--- src/rtl/elevator_pkg.sv ---
// rtl/elevator_pkg.sv - shared types and defaults for the elevator request scheduler
package elevator_pkg;

  localparam int DEF_FLOOR_W    = 7;
  localparam int DEF_NUM_FLOORS = 64;

  typedef enum logic [1:0] {
    IDLE       = 2'd0,
    SERVE_UP   = 2'd1,
    SERVE_DOWN = 2'd2,
    DWELL      = 2'd3
  } sched_state_t;

  typedef logic dir_t;
  localparam dir_t UP   = 1'b1;
  localparam dir_t DOWN = 1'b0;

endpackage

--- src/rtl/floor_scan_find.sv ---
// rtl/floor_scan_find.sv - nearest pending floor above and below the car
module floor_scan_find
  import elevator_pkg::*;
#(
  parameter int NUM_FLOORS = DEF_NUM_FLOORS,
  parameter int FLOOR_W    = DEF_FLOOR_W
) (
  input  logic [NUM_FLOORS-1:0] bitmap_i,
  input  logic [FLOOR_W-1:0]    cur_floor_i,
  output logic                  above_valid_o,
  output logic [FLOOR_W-1:0]    above_floor_o,
  output logic                  below_valid_o,
  output logic [FLOOR_W-1:0]    below_floor_o
);

  always_comb begin
    above_valid_o = 1'b0;
    above_floor_o = '0;
    below_valid_o = 1'b0;
    below_floor_o = '0;
    // Opposite scan orders: the last hit is the nearest floor in each direction.
    for (int i = NUM_FLOORS - 1; i >= 0; i--) begin
      if (bitmap_i[i] && (FLOOR_W'(i) > cur_floor_i)) begin
        above_valid_o = 1'b1;
        above_floor_o = FLOOR_W'(i);
      end
    end
    for (int i = 0; i < NUM_FLOORS; i++) begin
      if (bitmap_i[i] && (FLOOR_W'(i) < cur_floor_i)) begin
        below_valid_o = 1'b1;
        below_floor_o = FLOOR_W'(i);
      end
    end
  end

endmodule

--- src/rtl/elevator_request_scheduler.sv ---
// rtl/elevator_request_scheduler.sv - SCAN scheduler merging cab/hall calls into req_floor
module elevator_request_scheduler
  import elevator_pkg::*;
#(
  parameter int NUM_FLOORS = DEF_NUM_FLOORS,
  parameter int FLOOR_W    = DEF_FLOOR_W
) (
  input  logic                  clk,
  input  logic                  reset,
  input  logic                  cab_valid,
  input  logic [FLOOR_W-1:0]    cab_floor,
  output logic                  cab_ready,
  input  logic                  hall_valid,
  input  logic [FLOOR_W-1:0]    hall_floor,
  output logic                  hall_ready,
  input  logic [FLOOR_W-1:0]    cur_floor,
  input  logic                  door_open,
  output logic [FLOOR_W-1:0]    req_floor,
  output logic                  req_valid,
  output logic                  dir_up,
  output logic [NUM_FLOORS-1:0] pending,
  output logic                  call_drop
);

  sched_state_t          state_q, state_d;
  logic [FLOOR_W-1:0]    req_floor_q, req_floor_d;
  logic                  req_valid_q, req_valid_d;
  dir_t                  dir_up_q, dir_up_d;
  logic [NUM_FLOORS-1:0] pending_q, pending_d;
  logic                  call_drop_q, call_drop_d;
  logic                  prio_hall_q;
  logic                  door_q;

  logic                  acc_fire;
  logic [FLOOR_W-1:0]    acc_floor;
  logic [NUM_FLOORS-1:0] set_mask, here_mask;
  logic                  at_floor, door_rise, door_fall;
  logic                  above_valid, below_valid;
  logic [FLOOR_W-1:0]    above_floor, below_floor;

  assign cab_ready  = reset & cab_valid & (~hall_valid | ~prio_hall_q);
  assign hall_ready = reset & hall_valid & (~cab_valid | prio_hall_q);
  assign acc_fire   = cab_ready | hall_ready;
  assign acc_floor  = cab_ready ? cab_floor : hall_floor;
  assign door_rise  = door_open & ~door_q;
  assign door_fall  = ~door_open & door_q;

  always_comb begin
    set_mask  = '0;
    here_mask = '0;
    for (int i = 0; i < NUM_FLOORS; i++) begin
      set_mask[i]  = acc_fire && (acc_floor == FLOOR_W'(i));
      here_mask[i] = (cur_floor == FLOOR_W'(i));
    end
  end

  // Clear after set so a door opening at the called floor serves that call.
  assign pending_d   = (pending_q | set_mask) & ~(door_rise ? here_mask : '0);
  assign call_drop_d = acc_fire && (int'(acc_floor) >= NUM_FLOORS);
  assign at_floor    = |(pending_q & here_mask);

  floor_scan_find #(.NUM_FLOORS(NUM_FLOORS), .FLOOR_W(FLOOR_W)) u_scan (
    .bitmap_i      (pending_q),
    .cur_floor_i   (cur_floor),
    .above_valid_o (above_valid),
    .above_floor_o (above_floor),
    .below_valid_o (below_valid),
    .below_floor_o (below_floor)
  );

  always_comb begin
    state_d     = state_q;
    req_floor_d = req_floor_q;
    req_valid_d = req_valid_q;
    dir_up_d    = dir_up_q;
    case (state_q)
      IDLE: begin
        req_valid_d = 1'b0;
        if (|pending_q) begin
          if (at_floor) begin
            state_d     = DWELL;
            req_floor_d = cur_floor;
          end else if (above_valid) begin
            state_d = SERVE_UP;    req_floor_d = above_floor; req_valid_d = 1'b1; dir_up_d = UP;
          end else begin
            state_d = SERVE_DOWN;  req_floor_d = below_floor; req_valid_d = 1'b1; dir_up_d = DOWN;
          end
        end
      end
      SERVE_UP, SERVE_DOWN: begin
        // Once the car is level with a pending floor it holds there until the doors open.
        if (door_rise) begin
          state_d = DWELL;  req_floor_d = cur_floor;  req_valid_d = 1'b0;
        end else if (at_floor) begin
          req_floor_d = cur_floor;
        end else if (state_q == SERVE_UP && above_valid) begin
          req_floor_d = above_floor;
        end else if (state_q == SERVE_DOWN && below_valid) begin
          req_floor_d = below_floor;
        end else if (above_valid) begin
          state_d = SERVE_UP;    req_floor_d = above_floor; dir_up_d = UP;
        end else if (below_valid) begin
          state_d = SERVE_DOWN;  req_floor_d = below_floor; dir_up_d = DOWN;
        end else begin
          state_d = IDLE;        req_valid_d = 1'b0;
        end
      end
      DWELL: begin
        req_floor_d = cur_floor;
        req_valid_d = 1'b0;
        if (door_fall) begin
          if ((dir_up_q && above_valid) || (!dir_up_q && !below_valid && above_valid)) begin
            state_d = SERVE_UP;    req_floor_d = above_floor; req_valid_d = 1'b1; dir_up_d = UP;
          end else if (below_valid) begin
            state_d = SERVE_DOWN;  req_floor_d = below_floor; req_valid_d = 1'b1; dir_up_d = DOWN;
          end else begin
            state_d = IDLE;
          end
        end
      end
      default: state_d = IDLE;
    endcase
  end

  always_ff @(posedge clk or negedge reset) begin
    if (!reset) begin
      state_q     <= IDLE;
      req_floor_q <= '0;
      req_valid_q <= 1'b0;
      dir_up_q    <= DOWN;
      pending_q   <= '0;
      call_drop_q <= 1'b0;
      prio_hall_q <= 1'b0;
      door_q      <= 1'b0;
    end else begin
      state_q     <= state_d;
      req_floor_q <= req_floor_d;
      req_valid_q <= req_valid_d;
      dir_up_q    <= dir_up_d;
      pending_q   <= pending_d;
      call_drop_q <= call_drop_d;
      door_q      <= door_open;
      if (acc_fire) prio_hall_q <= cab_ready;
    end
  end

  assign req_floor = req_floor_q;
  assign req_valid = req_valid_q;
  assign dir_up    = dir_up_q;
  assign pending   = pending_q;
  assign call_drop = call_drop_q;

endmodule

--- config.mk ---
export PLATFORM = sky130hd
export DESIGN_NAME = elevator_request_scheduler
export DESIGN_NICKNAME = d
export VERILOG_FILES = /design/src/rtl/elevator_pkg.sv /design/src/rtl/floor_scan_find.sv /design/src/rtl/elevator_request_scheduler.sv
export SDC_FILE = /design/constraint.sdc
export NUM_CORES = 1
export LEC_CHECK = 0
export CELL_PAD_IN_SITES_DETAIL_PLACEMENT = 1
export CELL_PAD_IN_SITES_GLOBAL_PLACEMENT = 1
export CORE_MARGIN = 5
export CORE_UTILIZATION = 45
export CTS_BUF_LIST = sky130_fd_sc_hd__clkbuf_4 sky130_fd_sc_hd__clkbuf_8
export DETAILED_ROUTE_END_ITERATION = 7
export GPL_ROUTABILITY_DRIVEN = 0
export MAX_ROUTING_LAYER = met4
export PLACE_DENSITY_LB_ADDON = 0.1
export SLEW_MARGIN = 30
export SYNTH_ARGS = -nofsm -noshare
export SYNTH_HDL_FRONTEND = slang
export SYNTH_SLANG_ARGS = --single-unit
--- constraint.sdc ---
create_clock -name clk -period 5.5 [get_ports clk]
set_clock_uncertainty 0.05 [all_clocks]
set_input_delay 1.65 -clock clk [delete_from_list [all_inputs] [get_ports clk]]
set_output_delay 1.65 -clock clk [all_outputs]
set_load 0.02 [all_outputs]
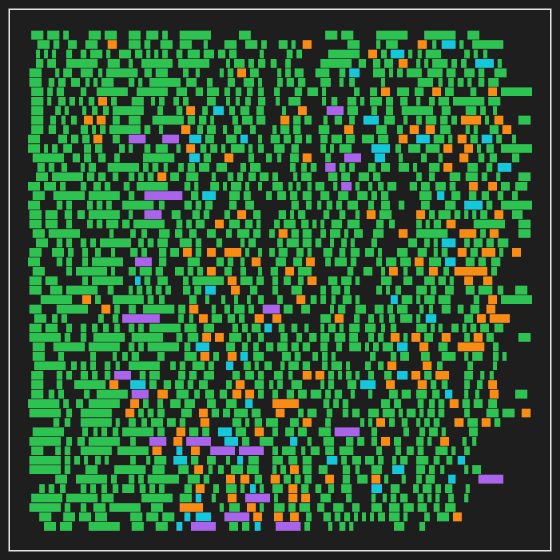
**Above:** sizing map.
| color | size | cells | share |
|---|---|---|---|
| cyan | drive 2 | 50 | 3.4% |
| orange | drive 3 to 4 | 138 | 9.5% |
| green | drive 1 or less | 1248 | 86% |
| purple | drive 6 and up | 23 | 1.6% |

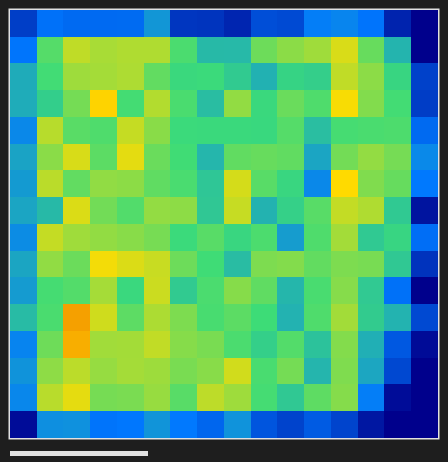
**Above:** cell density map.
The bar under the picture is 50 um long. 16 x 16 tiles, from dark blue (low) to red (high), 0 to 100% covered.
nearly empty tiles: 2.7%
mean over tiles: 47%
tiles over 75% full: 1.6%
fullest tile: 82%
emptiest ninth of the die: south-east

==> notes.md <==
flow finished, numbers: worst-case clock buffer depth=2, Core Rows=around 53, Startpoint Class=input port, Worst Path Max Fanout=20, Final Max Slew Viols=0, Max transition margin=32.2%, Core ar.=21000 um2, clock tree sinks=78, VDD IR max=approximately 0.2 mV, global route overflow=0, final worst path period need=roughly 5.2 ns, min-delay src=req_floor[6], tool warnings=30, setup violators final=0, Synth warnings=0, post-CTS setup buffers=0, Worst Hold Depth=1, R2R cell count=11, Hold Fails Final Rpt=0, r2r endpoint=req_floor[1], Slew @ Worst Pin=1.01 ns, TritonCTS buffer count=9, vias in the first global route=~13000, final wirelength=~54000 um, crit path DRT=5.74 ns, NumNets Final=approximately 1500, Crit Path Class=input port to flop, count of library flops with an enable pin=0, global-route wire length before repair=roughly 81000 um, via count=roughly 13000, flops & latches, synth=just under 80, CP Launch Point=cur_floor[0], yosys stat cell total=around 1300, final core occ=a little under three fifths, Max-Cap Viols=0, status=completed, Filler Cells Inserted=2728, Synth cell types=~110
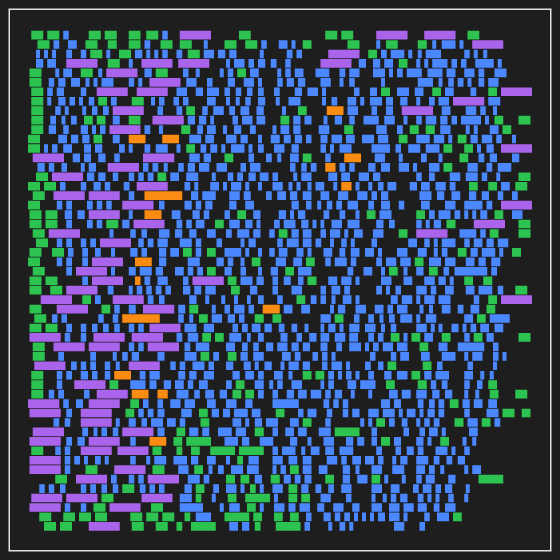
**Above:** placed cells, one color a class.
| color | class | cells | share of their area |
|---|---|---|---|
| purple | flops | 78 | 17% |
| orange | clock drivers and dummy loads | 16 | 2.0% |
| green | other buffers and delay cells | 236 | 19% |
| blue | all other logic | 1129 | 62% |

[flip-flops by register name, indices dropped and copies added, names as in the netlist]
name / count
state_q: 2
door_q: 1
req_valid: 1
pending: 64
call_drop: 1
dir_up: 1
prio_hall_q: 1
req_floor: 7
[cells by family after synthesis]
kind of cell	Yosys count	synth area share, %
adder cells (fa/ha/maj)	5	0.657
multiplexers	21	2.35
AND/OR/NAND/NOR	461	27.0
flip-flops	78	20.5
buffers and inverters	150	7.62
AND-OR/OR-AND	610	41.9
[stage by stage]
| stage | hold WS [ns] | area, um2 | instances |
|---|---|---|---|
| floorplan | 0.430 | 9520 | 1325 |
| global placement | 0.448 | 11400 | 1718 |
| detailed placement | 0.453 | 11400 | 1718 |
| CTS | 0.481 | 11600 | 1734 |
| global route | 0.500 | 11600 | 1740 |
| finish | 0.475 | 11600 | 1740 |
[power by group]
group          switching, mW  internal [mW]  total, mW
combinational           1.45           1.05       2.49
clock                  0.292          0.272      0.564
sequential             0.288          0.685      0.973
total                   2.03           2.01       4.03
[critical path, cell delays in order]
cell and delay [ns]:
buf_2 0.23, buf_4 0.23, a21oi_1 0.22, buf_4 0.23
o221ai_1 0.23, a2111oi_0 0.78, buf_4 0.25, nand2_1 0.09
nand4bb_1 0.33, o21ai_1 0.32, and2_1 0.23, a221oi_1 0.11
and2_1 0.19, o311a_1 0.32
[synthesized netlist by cell type (20+ instances only)]
library cell | n | area (um2)
a211oi_1 | 20 | 150
a21oi_1 | 206 | 1030
a31oi_1 | 28 | 175
and2_1 | 26 | 163
buf_2 | 36 | 180
clkbuf_1 | 48 | 180
dfrtp_1 | 78 | 1950
inv_1 | 32 | 120
nand2_1 | 87 | 327
nand3_1 | 39 | 195
nand4_1 | 21 | 131
nor2_1 | 92 | 345
nor3_1 | 35 | 175
nor4_1 | 25 | 156
o211ai_1 | 26 | 195
o21ai_0 | 102 | 510
[metal layers]
metal	global-route usage, %	routed length [um]	up-vias
met4	29.6	4620	0
met3	10.4	7160	321
li1	-	-	5394
met2	64.4	22600	1162
met1	55.8	19700	6279
met5	-	0	-
[cell type report]
| type | count | area, um2 | area share, % |
|---|---|---|---|
| antenna | 6 | 15.0 | 0.129 |
| clock buffer | 10 | 138 | 1.18 |
| clock inverter | 6 | 91.3 | 0.786 |
| inverter | 32 | 120 | 1.03 |
| multi-input combinational | 1097 | 6860 | 59.0 |
| sequential | 78 | 1950 | 16.8 |
| tap | 275 | 344 | 2.96 |
| timing repair buffer | 236 | 2100 | 18.1 |
[cell usage in the layout (no fill, tap or decap), types with 11 or more instances in the layout]
cell             synthesis  final
o211a_1                 12     12
o22ai_1                 19     19
nand4_1                 21     21
buf_4                   15    127
nand3_1                 39     39
and2_1                  26     26
o21ai_0                102    102
a31oi_1                 28     28
nor3_1                  35     34
a21o_1                  12     12
nand2b_1                18     18
dfrtp_1                 78     78
o211ai_1                26     26
nor4_1                  25     24
inv_1                   32     32
a21oi_1                206    206
o21ai_1                 14     14
o21a_1                  12     12
nand2_1                 87     87
clkdlybuf4s50_1          0     93
a21boi_0                11     11
a211oi_1                20     20
nor2b_1                 15     14
nor2_1                  92     91
a32oi_1                 12     12
